[config.mk]
export PLATFORM = sky130hd
export DESIGN_NAME = ps2_key_tracker
export DESIGN_NICKNAME = d
export VERILOG_FILES = /design/src/rtl/ps2_key_tracker.sv
export SDC_FILE = /design/constraint.sdc
export NUM_CORES = 1
export LEC_CHECK = 0
export ABC_CLOCK_PERIOD_IN_PS = 3580
export CAP_MARGIN = 20
export CORE_ASPECT_RATIO = 0.6
export CORE_UTILIZATION = 30
export CTS_BUF_LIST = sky130_fd_sc_hd__clkbuf_4
export DETAILED_ROUTE_END_ITERATION = 8
export PLACE_DENSITY_LB_ADDON = 0.15
export SLEW_MARGIN = 20
export SYNTH_ARGS = -nofsm -noshare
export SYNTH_HDL_FRONTEND = slang
export SYNTH_SLANG_ARGS = --single-unit
[constraint.sdc]
create_clock -name clk -period 3.58 [get_ports clk]
set_clock_uncertainty 0.05 [all_clocks]
set_input_delay 0.537 -clock clk [delete_from_list [all_inputs] [get_ports clk]]
set_output_delay 0.537 -clock clk [all_outputs]
set_load 0.005 [all_outputs]
[src/rtl/ps2_key_tracker.sv]
// ps2_key_tracker: decodes PS/2 scan-code bytes into a press-ordered set of up to three held keys.
//
// Ports:
//   clk         system clock, all logic on the rising edge
//   clr         synchronous active-high reset
//   byte_in     scan-code byte from the PS/2 receiver
//   byte_valid  byte_in holds an unconsumed byte (level)
//   byte_ack    one-cycle pulse after a byte is consumed
//   key0..key2  held key codes, oldest first, 8'h00 when the slot is empty
//   state       number of held keys, 0..3
//   overflow    sticky flag: a make arrived while three keys were held
//
// Optional feature: define KEYTRK_TIMEOUT_EN to release all keys after
// TIMEOUT_CYCLES idle cycles with keys held (guards against lost break codes).
module ps2_key_tracker #(
    parameter logic [7:0]  BREAK_CODE     = 8'hF0,
    parameter logic [7:0]  EXT_CODE       = 8'hE0,
    parameter int unsigned TIMEOUT_CYCLES = 50_000_000
) (
    input  logic       clk,
    input  logic       clr,
    input  logic [7:0] byte_in,
    input  logic       byte_valid,
    output logic       byte_ack,
    output logic [7:0] key0,
    output logic [7:0] key1,
    output logic [7:0] key2,
    output logic [1:0] state,
    output logic       overflow
);
    typedef enum logic [1:0] {IDLE, BRK, EXT, EXTBRK} dec_t;

    dec_t        dec_q;
    logic [23:0] slots_q, slots_d;
    logic [1:0]  state_q, state_d;
    logic        ack_q, ovf_q, ovf_d;
    logic        accept, is_make, is_break, expire, hit;
    logic [1:0]  hit_idx;
    logic [23:0] low_mask;

    // byte_valid is ignored during the ack cycle, capping throughput at one byte per two cycles
    assign accept   = byte_valid && !ack_q;
    assign is_make  = accept && dec_q == IDLE && byte_in != BREAK_CODE && byte_in != EXT_CODE && byte_in != 8'h00;
    assign is_break = accept && dec_q == BRK;

    always_comb begin
        hit     = 1'b0;
        hit_idx = 2'd0;
        // only occupied slots may match, so a break of 00 never hits an empty slot
        for (int i = 0; i < 3; i++) begin
            if (!hit && i < int'(state_q) && slots_q[8*i +: 8] == byte_in) begin
                hit     = 1'b1;
                hit_idx = 2'(i);
            end
        end
        // bits below the released slot stay, everything above slides down one byte
        low_mask = (24'h1 << {hit_idx, 3'b000}) - 24'h1;
        slots_d  = slots_q;
        state_d  = state_q;
        ovf_d    = ovf_q;
        if (is_make && !hit) begin
            if (state_q == 2'd3) begin
                ovf_d = 1'b1;
            end else begin
                slots_d = slots_q | ({16'h0, byte_in} << {state_q, 3'b000});
                state_d = state_q + 2'd1;
            end
        end
        if (is_break && hit) begin
            slots_d = (slots_q & low_mask) | ((slots_q >> 8) & ~low_mask);
            state_d = state_q - 2'd1;
        end
    end

`ifdef KEYTRK_TIMEOUT_EN
    localparam int CW = $clog2(TIMEOUT_CYCLES + 1);
    logic [CW-1:0] idle_q;

    // idle_q counts consecutive non-accepting edges with keys held; expiry fires on the TIMEOUT_CYCLES-th
    assign expire = !accept && state_q != 2'd0 && idle_q == CW'(TIMEOUT_CYCLES - 1);

    always_ff @(posedge clk) begin
        if (clr || accept || state_q == 2'd0 || expire) begin
            idle_q <= '0;
        end else begin
            idle_q <= idle_q + CW'(1);
        end
    end
`else
    assign expire = 1'b0;
`endif

    always_ff @(posedge clk) begin
        if (clr) begin
            dec_q   <= IDLE;
            slots_q <= '0;
            state_q <= '0;
            ack_q   <= 1'b0;
            ovf_q   <= 1'b0;
        end else begin
            ack_q <= accept;
            if (accept) begin
                slots_q <= slots_d;
                state_q <= state_d;
                ovf_q   <= ovf_d;
                case (dec_q)
                    IDLE:    dec_q <= byte_in == BREAK_CODE ? BRK : byte_in == EXT_CODE ? EXT : IDLE;
                    EXT:     dec_q <= byte_in == BREAK_CODE ? EXTBRK : IDLE;
                    default: dec_q <= IDLE;
                endcase
            end else if (expire) begin
                slots_q <= '0;
                state_q <= '0;
                dec_q   <= IDLE;
            end
        end
    end

    assign byte_ack = ack_q;
    assign key0     = slots_q[7:0];
    assign key1     = slots_q[15:8];
    assign key2     = slots_q[23:16];
    assign state    = state_q;
    assign overflow = ovf_q;
endmodule

**Run 1: the metal 1 layer**

The bar under the picture is 20 um long. Supply wires on this layer in grey.
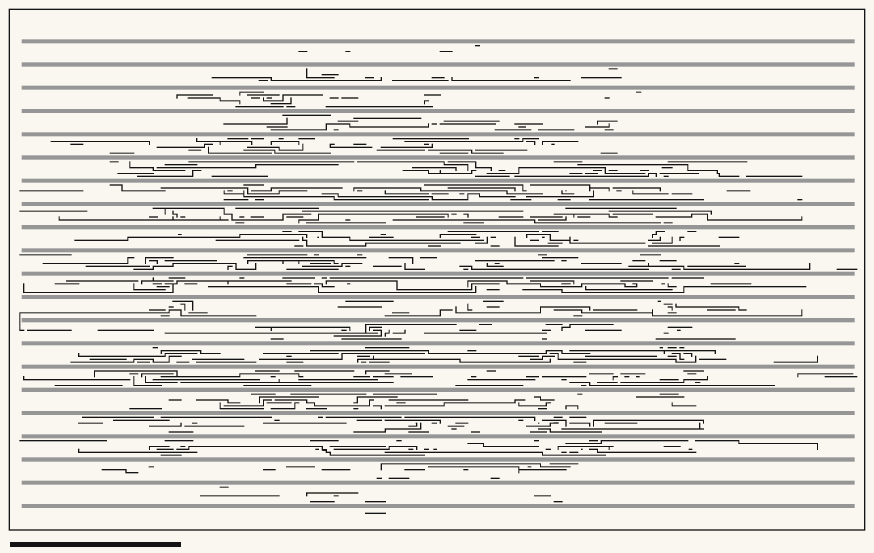
main direction: horizontal
wire length on this layer: 2830 um

**Run 1: met2 routing**

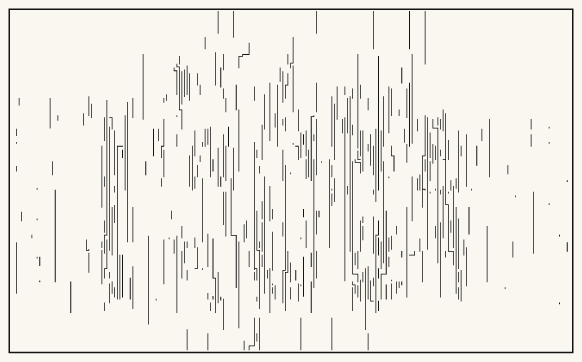
nets with wire on the layer: 205
longest straight run: 29.1 um
share of all routed wire: 36%
wire length on this layer: 1810 um
main direction: vertical
Routed WL: 5.04 mm
met2 usage: 22.1%

**Run 1: the metal 3 layer**

The bar under the picture is 20 um long.
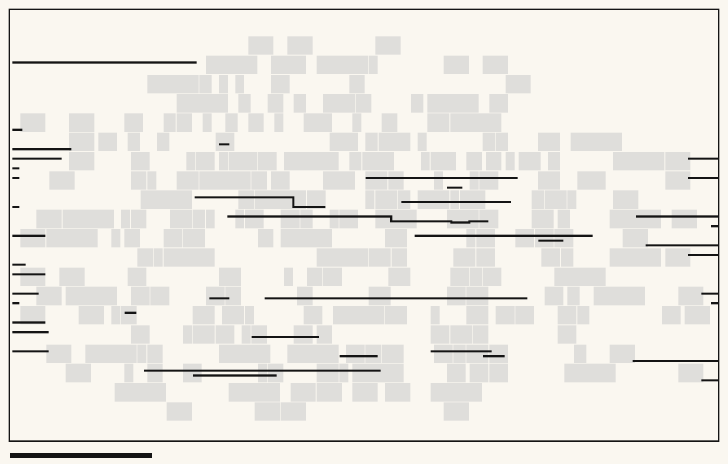
share of all routed wire: 7.1%
main direction: horizontal

==> Changelog: implementation, run 1 <==
## Flow update

* Outcome: complete, no violations
* Signal inverters at 3
* GPL Wtd Cong at approximately 0.75
* CTS clock-pin slew for the worst setup and hold paths at around 0.11 ns
* Core area at 0.00531 sq mm
* Drt wl/cell at 15.7 um
* Drt first pass iters at 4
* Tot Pwr at 746 uW
* Critical Path AT at between 3 and 4 ns
* Crit path time final at about 2.8 ns
* Worst path slowest cell: clkdlybuf4s50_1
* R2r worst-path depth at 8
* Mux frac, synth at less than 1%
* Syn avg cell area at about 8.7 sq um
* Flip-flops with a built-in enable at 0
* Top Layout Cells: clkdlybuf4s50_1 (38), dfxtp_1 (30), nor2_1 (24)
* HP Start: overflow
* Clock buf count at 5
* Grt peak-use layer: met1
* Xor/xnor share at between 10% and 20%
* Worst setup SP type: input port
* CP Max Fanout at 9
* Vias per std cell at slightly above 5
* Ys cells at 199
* Worst slew pin tran at approximately 0.77 ns
* Cell-internal power at a little over 500 uW
* Max rail drop VDD at ~0.11 mV
* Ys async rst share at 0%
* Hold_buf cts at 0
* # fillers at roughly 550
* Placed Cells at between 300 and 400
* Antenna cell count at 0
* RSZ-0062 raised after global routing: false
* Dpl ws at 0.441 ns
* Synth flops at 30
* Top cells by count: dfxtp_1 (30), nor2_1 (24), xnor2_1 (23)
* CP delay by family, top: simple AND/OR/NAND/NOR gates
* P_comb at between 150 and 200 uW
* Final #Nets at ~260
* Buffer and inverter count on the worst path at 3
* Final Hold Viols at 0
* GR Util met3 at under 10%
* Initial core utilization at about a third
* Critical path origin: byte_valid
* Initial drt markers at between 100 and 150
**Run 1: logic cells by family**

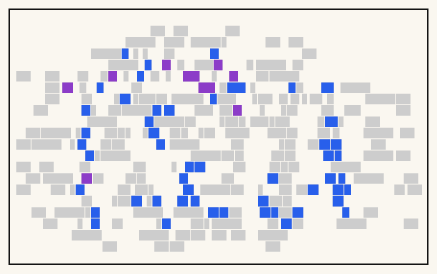

## Run 2: what changed since run 1
ABC_CLOCK_PERIOD_IN_PS = 2600   (was 3580)
clock period = 2.6 ns   (was 3.58 ns; I/O delays follow)
**Run 2: logic cells by family**

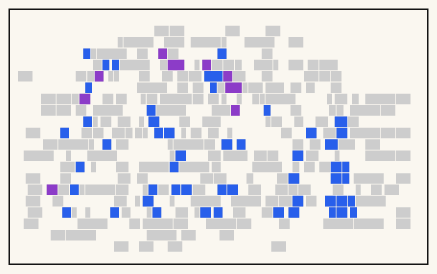
legend:
  blue:
    family: inverting AOI/OAI gates
    cells: 51
  purple:
    family: AND and OR gates
    cells: 9

==> run 2 against run 1 <==
Net effect:
- worst hold slack better by 0.0020 ns
- worst setup slack worse by 0.56 ns
- first-iteration DRC count is 7.6% higher
- via count is 4.2% higher
- utilization is 4.1 points higher
- non-clock buffer count is 26 higher
- register-to-register slack worse by 0.73 ns
- cell area is 9.5% higher
- synthesized area stayed put
- sequential share of layout area is 2.3 points lower
- global-route usage is 0.82 points higher
- largest power group unchanged
- critical path depth is 1 lower
==> Changelog: implementation, run 2 <==
## Flow update

* Buffer and inverter count on the worst path at 2
* Ys cells at slightly below 200
* FF/Latch Area at between 600 and 700 sq um
* GR Overflow Total at 0
* Most common cell in the netlist: dfxtp_1
* Part of the power in combinational logic at 25.7%
* Worst slew pin tran at slightly above 0.6 ns
* P_comb at between 200 and 300 uW
* Gate Area at approximately 0.0010 sq mm
* Synthesized cell area at ~0.0017 sq mm
* Top cell by count, worst path: or4_4
* Setup CP Type: input port to register
* Initial antenna violation count at 0
* Flip-flops with a built-in enable at 0
* Max rail drop VDD at around 0.15 mV
* Compound Share, Synth at a little under a quarter
* NetSw at ~330 uW
* Tool warning count at 29
* P&R area growth vs syn at 45.0%
* Mux frac, synth at 0.579%
* CP delay by family, top: simple AND/OR/NAND/NOR gates
* Drt wl/cell at 14.9 um
* Top Layout Cells: clkdlybuf4s50_1 (38), buf_4 (37), dfxtp_1 (30)
* Post-synth top area share at 34.8%
* Dominant comb cell: AND-OR/OR-AND gates
* # fillers at between 500 and 600
* Final #Nets at 284
* Clock buf count at 5
* HP Start: overflow
* Tot Pwr at approximately 1.1 mW
* Cell-internal power at about 730 uW
* R2r worst-path depth at 7
* Util after Layout at a little under half
* Hold_buf cts at 0
* Critical path origin: byte_valid
* Signal buf overhead at between 20% and 30%
* Met2 usage at between 20% and 30%
* Worst path slowest cell: clkdlybuf4s50_1
* Xor/xnor share at approximately an eighth
* Crit path time final at roughly 2.4 ns
* Post-synth area hogs: dfxtp_1 (35%), xnor2_1 (12%), a31oi_1 (6.2%)
* Area leader, netlist: dfxtp_1
* Top cells by count: dfxtp_1 (30), nor2_1 (24), xnor2_1 (23)
* RSZ-0062 raised after global routing: false
* Initial core utilization at between 30 and 40%
* Reg2reg start: byte_ack
* Final Hold Viols at 0
* Dpl ws at -0.469 ns
* Vias per std cell at roughly 5
* Pwr Density at roughly 420 mW/mm^2
* Ys async rst share at 0%
* Die Size at ~0.0061 sq mm
* Synth flops at 30
* Critical Path AT at between 2 and 3 ns
* Worst setup SP type: input port
* First-pass GRT wire length at roughly 8.4 mm
* Routed WL at about 5.2 mm
* Syn avg cell area at a little under 9 sq um
* Antenna cell count at 0
* GR Util met3 at about 5.2%
* GPL Wtd Cong at roughly 0.81
* M1 wire length at a little under 3 mm
* Met1 Usage GRT at a little under 30%
* Seq pwr share at 47.4%
* CTS clock-pin slew for the worst setup and hold paths at 0.11 ns
* Dominant kind of cell: logic gates
* Signal inverters at 3
* Worst hold path type: register to register
* Die H at 60.8 um
* Placed Area at approximately 0.0024 sq mm
* WL met3 at 367 um
* Grt peak-use layer: met1
* HPWL after DPL at 3.95 mm
* Headroom to the max-slew limit at between 50% and 60%
* CP Max Fanout at 7
* Top Metal Used: met4
* Yosys warns at 0
* Initial drt markers at 128
* Worst Hold Path EP: overflow
* WHS at 0.435 ns
* Via count at 1710
* Drt first pass iters at 4
* Core area at roughly 0.0053 sq mm
* Mapped Cells at 199
* Placed Cells at 336
* Row Count at 20
* Post-route insts no fill at 347
* Outcome: complete, no violations
* Seq share, synth at 34.8%
**Run 2: the metal 1 layer**

The bar under the picture is 20 um long. Supply wires on this layer in grey.
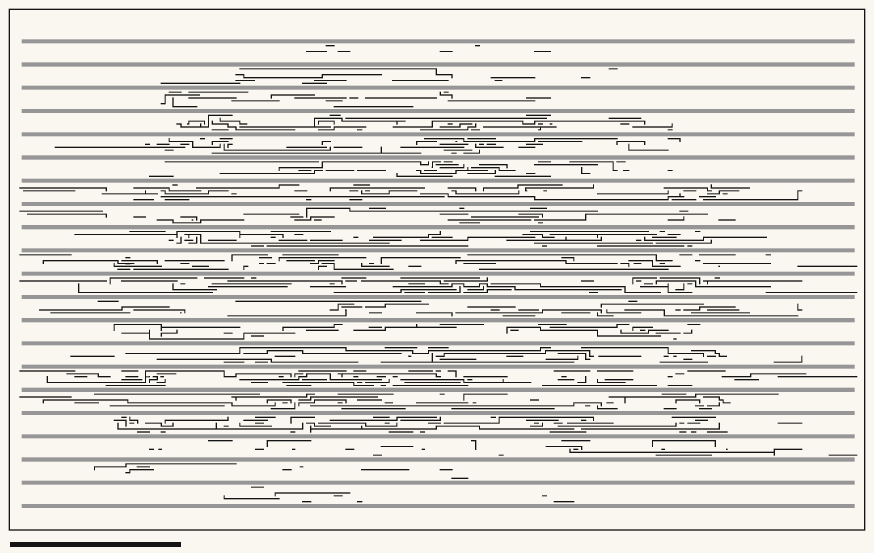

## Run 3: what changed since run 2
CORE_UTILIZATION = 45   (was 30)
SETUP_SLACK_MARGIN = 0.2   (was not set)
**Run 3: the metal 1 layer**

The bar under the picture is 20 um long. Supply wires on this layer in grey.
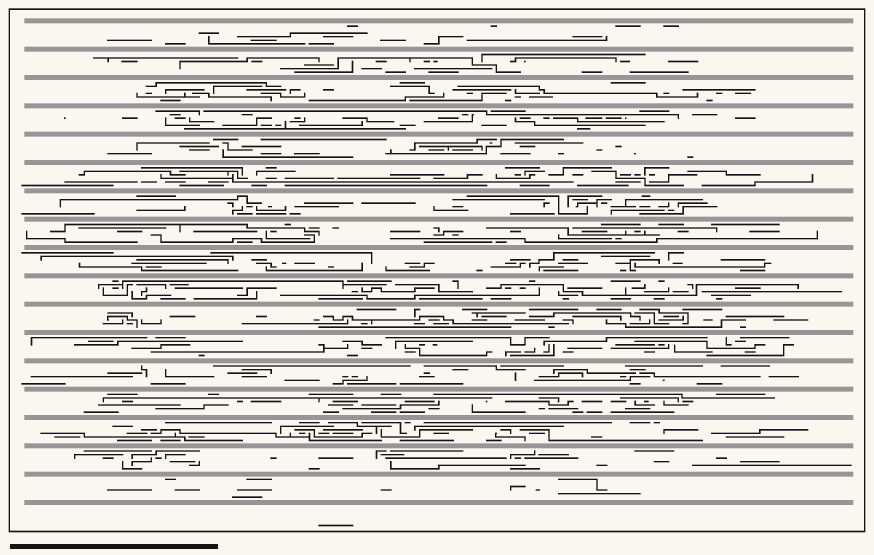
longest straight run: 37.3 um
main direction: horizontal

==> run 3 against run 2 <==
Net effect:
- critical path depth shrank 1
- flip-flop count stayed put
- synthesized cell count is the same
- critical path type unchanged
- largest cell class unchanged
==> Changelog: implementation, run 3 <==
## Flow update

* GPL Wtd Cong at roughly 0.85
* Mapped Cells at about 200
* Setup CP Type: input port to register
* Dominant kind of cell: logic gates
* Drt wl/cell at between 15 and 20 um
* Critical path origin: byte_valid
* Crit path time final at about 2.3 ns
* Critical Path AT at approximately 2.5 ns
* Dpl ws at -0.0498 ns
* Signal inverters at 3
* Worst Hold Path EP: overflow
* Routed WL at between 5 and 6 mm
* Compound Share, Synth at 24.0%
* Die H at 50 um
* Yosys warns at 0
* Ys cells at about 200
* Post-synth top area share at between 30% and 40%
* R2r worst-path depth at 5
* Final #Nets at 271
* Pwr Density at approximately 440 mW/mm^2
* Ys async rst share at 0%
* Tot Pwr at 1.05 mW
* RSZ-0062 raised after global routing: false
* P_comb at 256 uW
* Worst setup SP type: input port
* Headroom to the max-slew limit at between 50% and 60%
* Tool warning count at 29
* Met1 Usage GRT at a little under two fifths
* Synth flops at 30
* Reg2reg start: state[0]
* M1 wire length at between 2 and 2.5 mm
* Hold_buf cts at 0
* Flip-flops with a built-in enable at 0
* Post-route insts no fill at roughly 300
* First-pass GRT wire length at a little under 8 mm
* GR Util met3 at 6.48%
* Met2 usage at 38.0%
* Xor/xnor share at around an eighth
* Final Hold Viols at 0
* Drt first pass iters at 4
* Via count at roughly 1800
* Worst hold path type: register to register
* Signal buf overhead at between 20% and 30%
* Outcome: complete, no violations
* Syn avg cell area at between 8 and 9 sq um
* Core area at about 0.0037 sq mm
* Placed Area at between 0.002 and 0.0025 sq mm
* Top cells by count: dfxtp_1 (30), nor2_1 (24), xnor2_1 (23)
* Max rail drop VDD at 0.261 mV
* Top Layout Cells: clkdlybuf4s50_1 (37), dfxtp_1 (30), buf_4 (25)
* Synthesized cell area at 0.00173 sq mm
* # fillers at roughly 330
* Placed Cells at just under 300
* GR Overflow Total at 0
* Util after Layout at between 60% and 70%
* Dominant comb cell: AND-OR/OR-AND gates
* Area leader, netlist: dfxtp_1
* Seq share, synth at a little over a third
* Initial core utilization at between 40 and 50%
* CP delay by family, top: simple AND/OR/NAND/NOR gates
* Grt peak-use layer: met1
* HPWL after DPL at about 3.8 mm
* Top Metal Used: met4
* Most common cell in the netlist: dfxtp_1
* Buffer and inverter count on the worst path at 1
* Worst path slowest cell: clkdlybuf4s50_1
* CP Max Fanout at 7
* Post-synth area hogs: dfxtp_1 (35%), xnor2_1 (12%), a31oi_1 (6.2%)
Power figures rest on the tool's default switching activity, not on a simulated workload.
